### Cells colored by class

Fill, decap, tap and diode cells in gray.
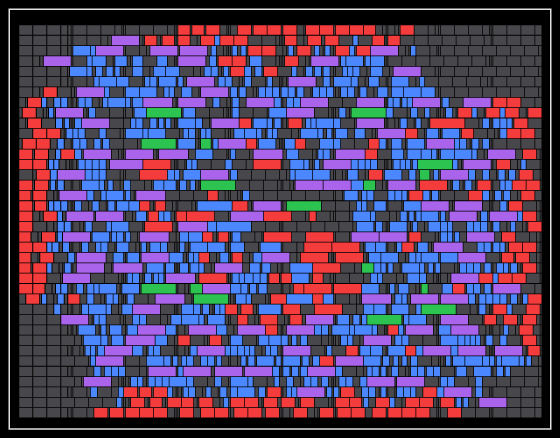
### Sequential cells colored by netlist name

Bar = 50 um.
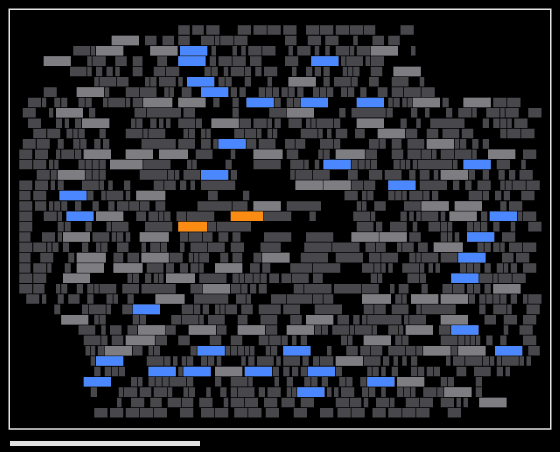
### Clock nets

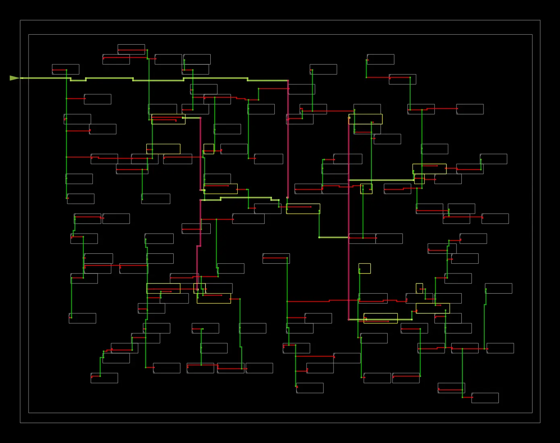
### Clock network drawn from the DEF

Bar = 50 um.
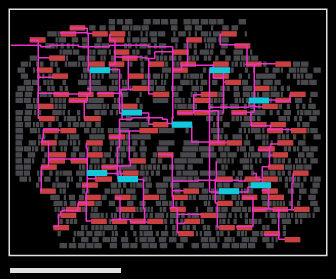
### Signal wires by layer

Bar = 50 um. Two of the layers only.
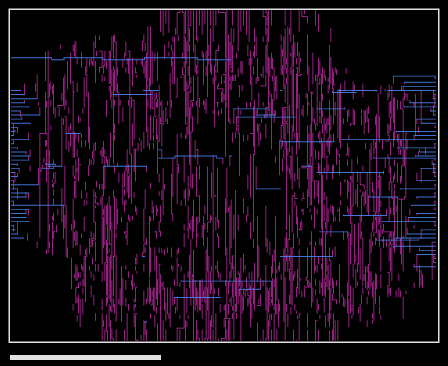
===== config.mk =====
export PLATFORM = sky130hd
export DESIGN_NAME = logic_unit_arbiter_flat
export DESIGN_NICKNAME = d
export VERILOG_FILES = /design/src/rtl/logic_unit_arbiter_if.sv /design/src/rtl/logic_unit_arbiter.sv /design/src/flat_wrapper.sv
export SDC_FILE = /design/constraint.sdc
export NUM_CORES = 1
export LEC_CHECK = 0
export CAP_MARGIN = 20
export CORE_AREA = 2 2 140 108
export DETAILED_ROUTE_END_ITERATION = 7
export DIE_AREA = 0 0 142 110
export HOLD_SLACK_MARGIN = 0.1
export PLACE_DENSITY = 0.73
export SETUP_SLACK_MARGIN = 0.05
export SYNTH_ARGS = -nofsm -noshare
export SYNTH_HDL_FRONTEND = slang
export SYNTH_SLANG_ARGS = --single-unit

===== constraint.sdc =====
create_clock -name clock -period 1.4 [get_ports clock]
set_input_delay 0.21 -clock clock [delete_from_list [all_inputs] [get_ports clock]]
set_output_delay 0.21 -clock clock [all_outputs]
set_load 0.005 [all_outputs]

===== src/rtl/logic_unit_arbiter_if.sv =====
// logic_unit_arbiter_if: requester-side bus of the shared logic unit arbiter
// master: requester side drives req/op/a/b, receives gnt/done/result/busy
// slave : arbiter side; is_zero exists only when LU_ZERO_FLAG_EN is defined
interface logic_unit_arbiter_if #(parameter int WIDTH = 32);
  logic req0, req1, gnt0, gnt1, done0, done1, busy;
  logic [1:0] op0, op1;
  logic [WIDTH-1:0] a0, b0, a1, b1, result;
`ifdef LU_ZERO_FLAG_EN
  logic is_zero;
`endif
  modport master (
    output req0, op0, a0, b0, req1, op1, a1, b1,
    input gnt0, gnt1, done0, done1, result, busy
`ifdef LU_ZERO_FLAG_EN
    , input is_zero
`endif
  );
  modport slave (
    input req0, op0, a0, b0, req1, op1, a1, b1,
    output gnt0, gnt1, done0, done1, result, busy
`ifdef LU_ZERO_FLAG_EN
    , output is_zero
`endif
  );
endinterface


===== src/rtl/logic_unit_arbiter.sv =====
// logic_unit_arbiter: round-robin share of one NOT/AND/OR/XOR unit between two ports
// clock: rising-edge clock; reset: synchronous active-low
// bus (slave): req/op/a/b per port in; gnt/done pulses, registered result, busy out
// LU_ZERO_FLAG_EN: adds registered is_zero flag written with result
module logic_unit_arbiter #(parameter int WIDTH = 32) (
  input logic clock,
  input logic reset,
  logic_unit_arbiter_if.slave bus
);
  typedef enum logic [1:0] {IDLE, EXEC, RESP} state_t;
  state_t state;
  logic last_owner, owner, win1, any_req;
  logic [1:0] op_l;
  logic [WIDTH-1:0] a_l, b_l, f;
  always_comb begin
    any_req = bus.req0 | bus.req1;
    // port 1 wins alone, or on a tie when port 0 owned the unit last
    win1 = bus.req1 & (~bus.req0 | ~last_owner);
    f = op_l == 2'b00 ? ~a_l :
        op_l == 2'b01 ? a_l & b_l :
        op_l == 2'b10 ? a_l | b_l : a_l ^ b_l;
  end
  always_ff @(posedge clock) begin
    if (!reset) begin
      state <= IDLE;
      bus.gnt0 <= 1'b0;
      bus.gnt1 <= 1'b0;
      bus.done0 <= 1'b0;
      bus.done1 <= 1'b0;
      bus.busy <= 1'b0;
      bus.result <= '0;
`ifdef LU_ZERO_FLAG_EN
      bus.is_zero <= 1'b0;
`endif
      last_owner <= 1'b1;
      owner <= 1'b0;
      op_l <= 2'b00;
      a_l <= '0;
      b_l <= '0;
    end else begin
      case (state)
        IDLE: if (any_req) begin
          owner <= win1;
          last_owner <= win1;
          op_l <= win1 ? bus.op1 : bus.op0;
          a_l <= win1 ? bus.a1 : bus.a0;
          b_l <= win1 ? bus.b1 : bus.b0;
          bus.gnt0 <= ~win1;
          bus.gnt1 <= win1;
          bus.busy <= 1'b1;
          state <= EXEC;
        end
        EXEC: begin
          bus.gnt0 <= 1'b0;
          bus.gnt1 <= 1'b0;
          bus.result <= f;
`ifdef LU_ZERO_FLAG_EN
          bus.is_zero <= f == '0;
`endif
          bus.done0 <= ~owner;
          bus.done1 <= owner;
          state <= RESP;
        end
        RESP: begin
          bus.done0 <= 1'b0;
          bus.done1 <= 1'b0;
          bus.busy <= 1'b0;
          state <= IDLE;
        end
        default: state <= IDLE;
      endcase
    end
  end
endmodule

===== src/flat_wrapper.sv =====
// flat-port wrapper written by rule: the top's interface ports become plain ports
module logic_unit_arbiter_flat 
#(parameter int WIDTH = 32)
  (clock, reset, bus_req0, bus_op0, bus_a0, bus_b0, bus_req1, bus_op1, bus_a1, bus_b1, bus_gnt0, bus_gnt1, bus_done0, bus_done1, bus_result, bus_busy);
  logic_unit_arbiter_if #(.WIDTH(WIDTH)) bus_i ();
  input logic clock;
  input logic reset;
  input wire logic [$bits(bus_i.req0)-1:0] bus_req0;
  input wire logic [$bits(bus_i.op0)-1:0] bus_op0;
  input wire logic [$bits(bus_i.a0)-1:0] bus_a0;
  input wire logic [$bits(bus_i.b0)-1:0] bus_b0;
  input wire logic [$bits(bus_i.req1)-1:0] bus_req1;
  input wire logic [$bits(bus_i.op1)-1:0] bus_op1;
  input wire logic [$bits(bus_i.a1)-1:0] bus_a1;
  input wire logic [$bits(bus_i.b1)-1:0] bus_b1;
  output wire logic [$bits(bus_i.gnt0)-1:0] bus_gnt0;
  output wire logic [$bits(bus_i.gnt1)-1:0] bus_gnt1;
  output wire logic [$bits(bus_i.done0)-1:0] bus_done0;
  output wire logic [$bits(bus_i.done1)-1:0] bus_done1;
  output wire logic [$bits(bus_i.result)-1:0] bus_result;
  output wire logic [$bits(bus_i.busy)-1:0] bus_busy;
  assign bus_i.req0 = bus_req0;
  assign bus_i.op0 = bus_op0;
  assign bus_i.a0 = bus_a0;
  assign bus_i.b0 = bus_b0;
  assign bus_i.req1 = bus_req1;
  assign bus_i.op1 = bus_op1;
  assign bus_i.a1 = bus_a1;
  assign bus_i.b1 = bus_b1;
  assign bus_gnt0 = bus_i.gnt0;
  assign bus_gnt1 = bus_i.gnt1;
  assign bus_done0 = bus_i.done0;
  assign bus_done1 = bus_i.done1;
  assign bus_result = bus_i.result;
  assign bus_busy = bus_i.busy;
  logic_unit_arbiter #(.WIDTH(WIDTH)) u_core (.clock(clock), .reset(reset), .bus(bus_i));
endmodule

==> flow_metrics.env <==
# source this file to load flow results
export IMPL_timing_hold_ws_ns=0.249
export IMPL_stdcell_area_um2=8690
export IMPL_wl_met1_um=8540
export IMPL_max_freq_mhz=788
export IMPL_pwr_share_comb_pct=33.6
export IMPL_crit_path_end_kind="flip-flop"
export IMPL_fp_row_count=38
export IMPL_setup_ws_ns=0.131
export IMPL_dieWidth_um=142
export IMPL_place_area_um2=8320
export IMPL_nWellTaps=180
export IMPL_die_area_um2=15600
export IMPL_edf_count=0
export IMPL_core_area_um2=14200
export IMPL_finalHoldViolCount=0
export IMPL_finalPower_mw=9.78
export IMPL_ys_sh_mux_pct=2.29
export IMPL_slew_limit_headroom_pct=80.3
export IMPL_worstPathRequired_ns=1.64
export IMPL_initial_core_util_pct=43.1
export IMPL_synth_simple_area_share_pct=12.8
export IMPL_hold_path_depth=3
export IMPL_gp_congestion=0.823
export IMPL_clock_path_buffers=2
export IMPL_path_max_fanout=16
export IMPL_io_pins=173
export IMPL_seq_share_pct=24.9
export IMPL_grt_pass1_wl_um=27800
export IMPL_dp_worst_setup_slack_ns=-0.253
export IMPL_met3_usage_pct=3.80
export IMPL_buffers_excl_clock=213
export IMPL_die_y_um=110
export IMPL_grt_util_met1_pct=32.1
export IMPL_rsz0062_at_grt="no"
export IMPL_dp_cells=1122
export IMPL_hold_buffers=0
export IMPL_cts_setup_buffers=0
export IMPL_crit_top_cell="a21oi_1"
export IMPL_async_flop_share_pct=0
export IMPL_logic_gates=547
export IMPL_critical_path_max_stage_delay_ns=0.47
export IMPL_power_density_nw_per_um2=1120
export IMPL_cts_root_buffer="clkbuf_16"
export IMPL_antenna_left=0
export IMPL_crit_slowest_cell="dfxtp_1"
export IMPL_cts_buffers=9
export IMPL_post_synth_instance_area_um2=6120
export IMPL_timing_rr_start="u_core.last_owner$_SDFFE_PN1P_"
export IMPL_post_route_min_period_ns=1.27
export IMPL_crit_type="flip-flop to flip-flop"
export IMPL_critPathLaunch="u_core.last_owner$_SDFFE_PN1P_"
export IMPL_seq_area_um2=2170
export IMPL_ys_seq_share_pct=35.0
export IMPL_top_cell="a21oi_1"
export IMPL_grt_met2_usage_pct=34.6
export IMPL_status="finished, final reports clean"
export IMPL_switching_share_pct=33.3
export IMPL_fin_crit_sh_pct=90.6
export IMPL_postSynthAreaPerCell_um2=7.68
export IMPL_top_cell_area_share_pct=35.0
export IMPL_fin_nets=1161
export IMPL_clock_area_share_pct=3.41
export IMPL_startpoint_type="flip-flop"
export IMPL_maxCapViolations=0
export IMPL_syn_nets=1001
export IMPL_switchingPower_mw=3.26
export IMPL_p_comb_mw=3.28
export IMPL_ir_drop_v=0.000576
export IMPL_hp_start="reset"
export IMPL_area_delta_synth_final_pct=42.0
export IMPL_pg_seq_mw=3.93
export IMPL_ys_chip_area_um2=6120
export IMPL_top_logic_kind="AND-OR/OR-AND gates"
export IMPL_diodes=0
export IMPL_cts_tree="done"
export IMPL_ys_seq_elements=107
export IMPL_drive_gt1_share_pct=8.73
export IMPL_final_setup_tns_ns=0
export IMPL_wl_met3_um=855
export IMPL_h_tree_depth=3
export IMPL_top_power_group="sequential cells"
export IMPL_endpoint="u_core.a_l[8]$_SDFFE_PN0P_"
export IMPL_area_share_nonclk_buffers_pct=25.7
export IMPL_tool_warnings=62
export IMPL_common_cells="186 x a21oi_1, 107 x dfxtp_1, 79 x inv_1"
export IMPL_synth_cell_types=29
export IMPL_ff_type="dfxtp_1"
export IMPL_drv_slew=0
export IMPL_synth_xor_xnor_area_share_pct=0
export IMPL_setup_viol=0
export IMPL_top_layer="met4"
export IMPL_ctsResizeCount=58
export IMPL_sh_comb_area_pct=39.9
export IMPL_drc=0
export IMPL_wl_met2_um=7580
export IMPL_grt_remaining_overflow=0
export IMPL_syn_inst=797
export IMPL_reg2reg_to="u_core.a_l[8]$_SDFFE_PN0P_"
export IMPL_grt_max_degree=66
export IMPL_dominant_cells="multi-input combinational cells"
export IMPL_final_cell_mix="185 x a21oi_1, 132 x clkdlybuf4s50_1, 91 x dfxtp_1, 77 x inv_1, 69 x nand2_1"
export IMPL_grt_pass1_vias=5574
export IMPL_drt_iter0_markers=282
export IMPL_logic_area_um2=3470
export IMPL_io_buffers=172
export IMPL_worst_pin_slew_ns=0.296
export IMPL_ys_warn_count=0
export IMPL_stdcell_count=1142
export IMPL_topCellsByArea="dfxtp_1 35%, a21oi_1 15%, ha_1 14%, o21ai_0 5.5%, inv_1 4.8%"
export IMPL_reg2regPathDepth=5
export IMPL_inverters=79
export IMPL_final_util_pct=61.2
export IMPL_dpl_hpwl_um=12300
export IMPL_gr_max_usage_layer="met2"
export IMPL_min_path_type="input port to flip-flop"
export IMPL_viasPerCell=5.24
export IMPL_intPower_mw=6.52
export IMPL_lay_top_count="a21oi_1"
export IMPL_arrival_ns=1.51
export IMPL_worstPathCellList="a21boi_4 > buf_4 > clkbuf_16 > a21oi_1 > a21oi_1"
export IMPL_power_frac_seq_pct=40.2
Back to the opening pictures, 'Cells colored by class':
| color | class | cells | share of their area |
|---|---|---|---|
| green | clock drivers and dummy loads | 16 | 3.5% |
| purple | flops | 107 | 26% |
| red | other buffers and delay cells | 213 | 26% |
| blue | combinational and other logic | 626 | 45% |

Back to the opening pictures, 'Sequential cells colored by netlist name':
| color | netlist name | sequential cells |
|---|---|---|
| blue | u_core.b_l | 32 |
| orange | u_core.state | 2 |
not colored: 73

Back to the opening pictures, 'Clock nets':
Clock Sinks: 107
Clock buffer cells: 10
Insertion Delay late pin: 0.35 ns
Flops: 107

Back to the opening pictures, 'Clock network drawn from the DEF':
[red] flip-flops | count: 107
[cyan] clock drivers | count: 9
[magenta] clock wires | length: 1,390 um
routed clock nets: 10
flops lie: widely spread
clock skew: 0.00759 ns
clock network power share: 26.2%
Clock Power: 2.56 mW

Back to the opening pictures, 'Signal wires by layer':
| color | layer | wire length |
|---|---|---|
| magenta | metal 2 | 7,580 um |
| blue | metal 3 | 856 um |
routed vias: 5,980
overall routed net length: 17,100 um
gr usage total: 22.2%
WL per Instance: 15.0 um

sequential cells by signal, summed over array words and instances, names as in the netlist:
| name | count |
|---|---|
| u_core.last_owner | 1 |
| u_core.bus.gnt1 | 1 |
| u_core.a_l | 32 |
| u_core.bus.busy | 1 |
| u_core.op_l | 2 |
| u_core.bus.done1 | 1 |
| u_core.bus.gnt0 | 1 |
| u_core.b_l | 32 |
| u_core.state | 2 |
| u_core.bus.done0 | 1 |
| u_core.owner | 1 |
| u_core.bus.result | 32 |
critical path, delay by kind of cell, from the launching register on:
| kind | cells | cell delay (ns) |
|---|---|---|
| AOI/OAI and AO/OA | 3 | 0.35 |
| buffers and inverters | 2 | 0.35 |
| DFF | 1 | 0.47 |
Power figures rest on the tool's default switching activity, not on a simulated workload.
